==> src/rtl/pc_unit.sv <==
// Program counter with sequential/branch/jump/call/return ops
// and a circular return-address stack.
module pc_unit #(
  parameter int               WIDTH     = 16,
  parameter logic [WIDTH-1:0] RESET_PC  = '0,
  parameter int               STEP      = 1,
  parameter int               RAS_DEPTH = 4
) (
  input  logic                           clk,
  input  logic                           rst,
  input  logic                           enable,
  input  logic [2:0]                     op,
  input  logic [WIDTH-1:0]               i_pc,
  input  logic [WIDTH-1:0]               i_offset,
  output logic [WIDTH-1:0]               o_pc,
  output logic [WIDTH-1:0]               o_link,
  output logic [$clog2(RAS_DEPTH+1)-1:0] o_ras_depth,
  output logic                           o_ras_full,
  output logic                           o_ras_empty,
  output logic                           o_err
);

  localparam int DW = $clog2(RAS_DEPTH + 1);
  localparam int PW = (RAS_DEPTH > 1) ? $clog2(RAS_DEPTH) : 1;

  typedef enum logic [2:0] {
    OP_SEQ    = 3'd0,
    OP_BRANCH = 3'd1,
    OP_JUMP   = 3'd2,
    OP_CALL   = 3'd3,
    OP_RET    = 3'd4,
    OP_LOAD   = 3'd5
  } op_e;

  logic [WIDTH-1:0] pc_q;
  logic [WIDTH-1:0] pc_d;
  logic [WIDTH-1:0] link;
  logic [DW-1:0]    depth_q;
  logic [DW-1:0]    depth_d;
  logic [PW-1:0]    top_q;
  logic [PW-1:0]    top_d;
  logic [PW-1:0]    top_inc;
  logic [PW-1:0]    top_dec;
  logic             err_q;
  logic             err_d;
  logic             push;
  logic             full;
  logic             empty;
  logic             is_br;
  logic             is_jmp;
  logic             is_call;
  logic             is_ret;
  logic [WIDTH-1:0] ras_q [RAS_DEPTH];

  assign link  = pc_q + WIDTH'(STEP);
  assign full  = (depth_q == DW'(RAS_DEPTH));
  assign empty = (depth_q == '0);

  assign is_br   = (op == OP_BRANCH);
  assign is_jmp  = (op == OP_JUMP) || (op == OP_LOAD);
  assign is_call = (op == OP_CALL);
  assign is_ret  = (op == OP_RET);

  // top_q names the next free slot; wrap explicitly for any depth
  assign top_inc = (top_q == PW'(RAS_DEPTH - 1)) ? '0
                 : top_q + PW'(1);
  assign top_dec = (top_q == '0) ? PW'(RAS_DEPTH - 1)
                 : top_q - PW'(1);

  always_comb begin
    pc_d    = pc_q;
    depth_d = depth_q;
    top_d   = top_q;
    err_d   = 1'b0;
    push    = 1'b0;
    if (enable) begin
      unique case (1'b1)
        is_br: begin
          pc_d = pc_q + i_offset;
        end
        is_jmp: begin
          pc_d = i_pc;
        end
        is_call: begin
          push  = 1'b1;
          pc_d  = i_pc;
          top_d = top_inc;
          if (full) err_d = 1'b1;
          else      depth_d = depth_q + DW'(1);
        end
        is_ret: begin
          if (empty) begin
            pc_d  = link;
            err_d = 1'b1;
          end else begin
            pc_d    = ras_q[top_dec];
            top_d   = top_dec;
            depth_d = depth_q - DW'(1);
          end
        end
        default: begin
          pc_d = link;
        end
      endcase
    end
  end

  always_ff @(posedge clk or negedge rst) begin
    if (!rst) begin
      pc_q    <= RESET_PC;
      depth_q <= '0;
      top_q   <= '0;
      err_q   <= 1'b0;
    end else begin
      pc_q    <= pc_d;
      depth_q <= depth_d;
      top_q   <= top_d;
      err_q   <= err_d;
    end
  end

  // Stack contents are don't-care after reset, so no reset here
  always_ff @(posedge clk) begin
    if (push) ras_q[top_q] <= link;
  end

  assign o_pc        = pc_q;
  assign o_link      = link;
  assign o_ras_depth = depth_q;
  assign o_ras_full  = full;
  assign o_ras_empty = empty;
  assign o_err       = err_q;

endmodule

==> config.mk <==
export PLATFORM = sky130hd
export DESIGN_NAME = pc_unit
export DESIGN_NICKNAME = d
export VERILOG_FILES = /design/src/rtl/pc_unit.sv
export SDC_FILE = /design/constraint.sdc
export NUM_CORES = 1
export LEC_CHECK = 0
export ABC_AREA = 1
export CAP_MARGIN = 20
export CELL_PAD_IN_SITES_DETAIL_PLACEMENT = 0
export CELL_PAD_IN_SITES_GLOBAL_PLACEMENT = 2
export CORE_ASPECT_RATIO = 1.5
export CORE_MARGIN = 2
export CORE_UTILIZATION = 35
export DETAILED_ROUTE_END_ITERATION = 10
export GPL_ROUTABILITY_DRIVEN = 0
export PLACE_DENSITY = 0.82
export SLEW_MARGIN = 20
export SYNTH_ARGS = -nofsm -noshare
export SYNTH_HDL_FRONTEND = slang
export SYNTH_SLANG_ARGS = --single-unit
==> constraint.sdc <==
create_clock -name clk -period 4.6 [get_ports clk]
set_input_delay 0.92 -clock clk [delete_from_list [all_inputs] [get_ports clk]]
set_output_delay 0.92 -clock clk [all_outputs]
set_load 0.1 [all_outputs]
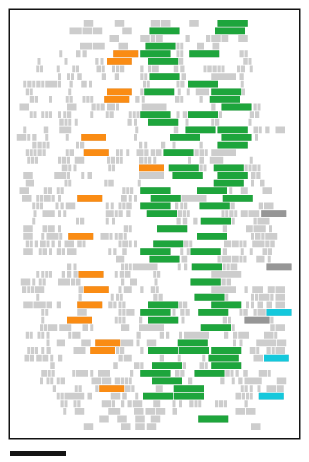
(images/registers.png)
The bar under the picture is 20 um long. Other sequential cells in the stronger gray, the rest of the logic in the fainter gray.
cyan -> o_ras_depth  # flops 3
green -> ras_q  # flops 64
orange -> o_pc  # flops 16
P_seq: 1060 uW
register area: 2470 um^2
flop share of the area: 0.385
final core utilization: 0.442

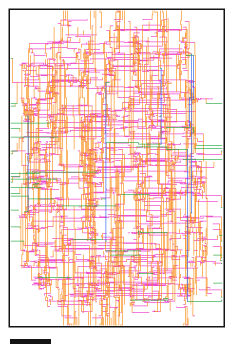
(images/metal_stack.png)
The bar under the picture is 20 um long.
orange -> met2  # wire length 8280 um
green -> met3  # wire length 491 um
magenta -> met1  # wire length 6100 um
blue -> met4  # wire length 345 um
DR vias: 4492
WL per Instance: 16.4 um

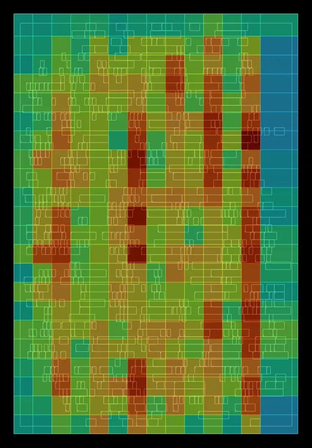
(images/final_congestion.png)
Top Usage Layer GRT: met2
total track usage: 0.204

==> results.toml <==
# generated from flow reports
[floorplanning]
dieHeight_um = 153
chipArea_um2 = 15800

[cells_and_area]
inv_count = 85
antenna_cells = 0
buffers_excl_clock = 82
comb_area_frac = 0.358
lay_top_cells = "nand2_1, inv_1, nand3_1"
mi_logic_area_um2 = 2300
ff_count = 86

[yosys]
netlist_instances = 648
top_cells_by_count = "nand2_1, inv_1, nand3_1, edfxtp_1, nor2_1"
ys.flops = 86
ys_seq_share = 0.477
top_area_cell = "edfxtp_1"
area_leaders = "edfxtp_1, nand2_1, dfrtp_1"
synth-cells-yosys = 648
avgSynthCellArea_um2 = 7.99
synth_warnings = 0
ys_types = 36
synth.most_common_cell = "nand2_1"
fp_nets = 708
syn-cell-area_um2 = 5180

[cts]
cts.sinks = 86
post-cts-setup-buffers = 0
clk_latency_ns = 0.34
cts_made_buffers = 9
cts.repair.resized = 0
cts_tree = "yes"
cts.path.max_buffers = 2

[grt]
grt_pass1_wl_um = 24100
first_global_vias = 4479
grt_overflow_total = 0

[worst_setup_path]
worstRegToRegCells = 11
critical_path_required_ns = 3.68
reg2reg_setup_slack_ns = 2.17
cpPeakStageDelay_ns = 1.22
path_buffers = 1
cp.arrival_ns = 2.68
cp-endpoint = "o_link[2]"
cpLargestDelayFamily = "buffers and inverters"
crit_chain = "ha_1 > xor2_1 > clkdlybuf4s50_1"
crit-reg2reg-launch = "top_q[0]"
crit_type = "flop to primary output"

[sta]
fin_tns_setup_ns = 0
slew_headroom = 0.318
setup_slack_ns = 0.997
skew_ns = 0.00593
hold_viol_final = 0
drv_slew = 0

[drt]
drt_first_iter_violations = 250
met1_length_um = 6100
top_layer = "met4"
viasPerCell = 4.85
met3_length_um = 490

[run]
cap_violations = 0
warnings = 29

[placed_design]
dpl_cell_area_um2 = 6110
io_buffer_count = 75
placed_cells = 910

[run_status]
status = "complete, no violations"

[worst_hold_path]
hold_class = "flop to flop"

[power_and_ir_drop]
power_leakage_uw = 0.00281
max-vdd-ir-drop_mv = 0.277
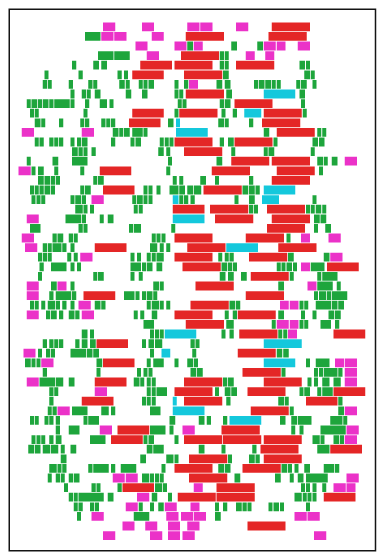
(images/cell_classes.png)
red -> flip-flops  # cells 86, share of their area 40%
green -> all other logic  # cells 546, share of their area 42%
cyan -> clock drivers and dummy loads  # cells 16, share of their area 4.9%
magenta -> other buffers and delay cells  # cells 82, share of their area 13%
number of placement rows: 54
core area: 14500 um^2
post-route cell area: 6420 um^2

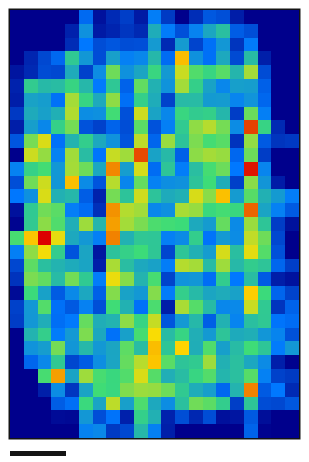
(images/wire_density.png)
The bar under the picture is 20 um long. The die is cut into 21 by 31 equal tiles; dark blue is low, red is high, scaled to the fullest tile. Values are wire area over tile area, all layers added.
mean over tiles = 0.15
nearly empty tiles = 12%
fullest tile = 0.45
tiles over half the peak = 23%
densest ninth of the die = middle
WL final: 15200 um

-- layer usage --
layer	vias to the layer above	track usage
li1	2261	-
met1	2131	0.240
met2	81	0.369
met3	19	0.0256
met4	0	0.0758
met5	-	0
-- flip-flops by register name, summed over array words and instances (netlist names) --
name	cells
ras_q	64
o_err	1
o_ras_depth	3
top_q	2
o_pc	16
-- kinds of logic (layout without fill, tap and decap cells) --
logic type      count (synthesis)  count (layout)  synth area share
xor+xnor                       12              12            0.0203
flops                          86              86             0.477
fa+ha+maj                      22              22            0.0560
compound gates                 64              64            0.0647
simple gates                  363             363             0.303
buf+inv                       101             183            0.0790
-- power breakdown --
part / internal (uW) / switching, uW
combinational: 536 / 1630
clock: 450 / 284
sequential: 963 / 98.6
total: 1950 / 2010
Power figures rest on the tool's default switching activity, not on a simulated workload.
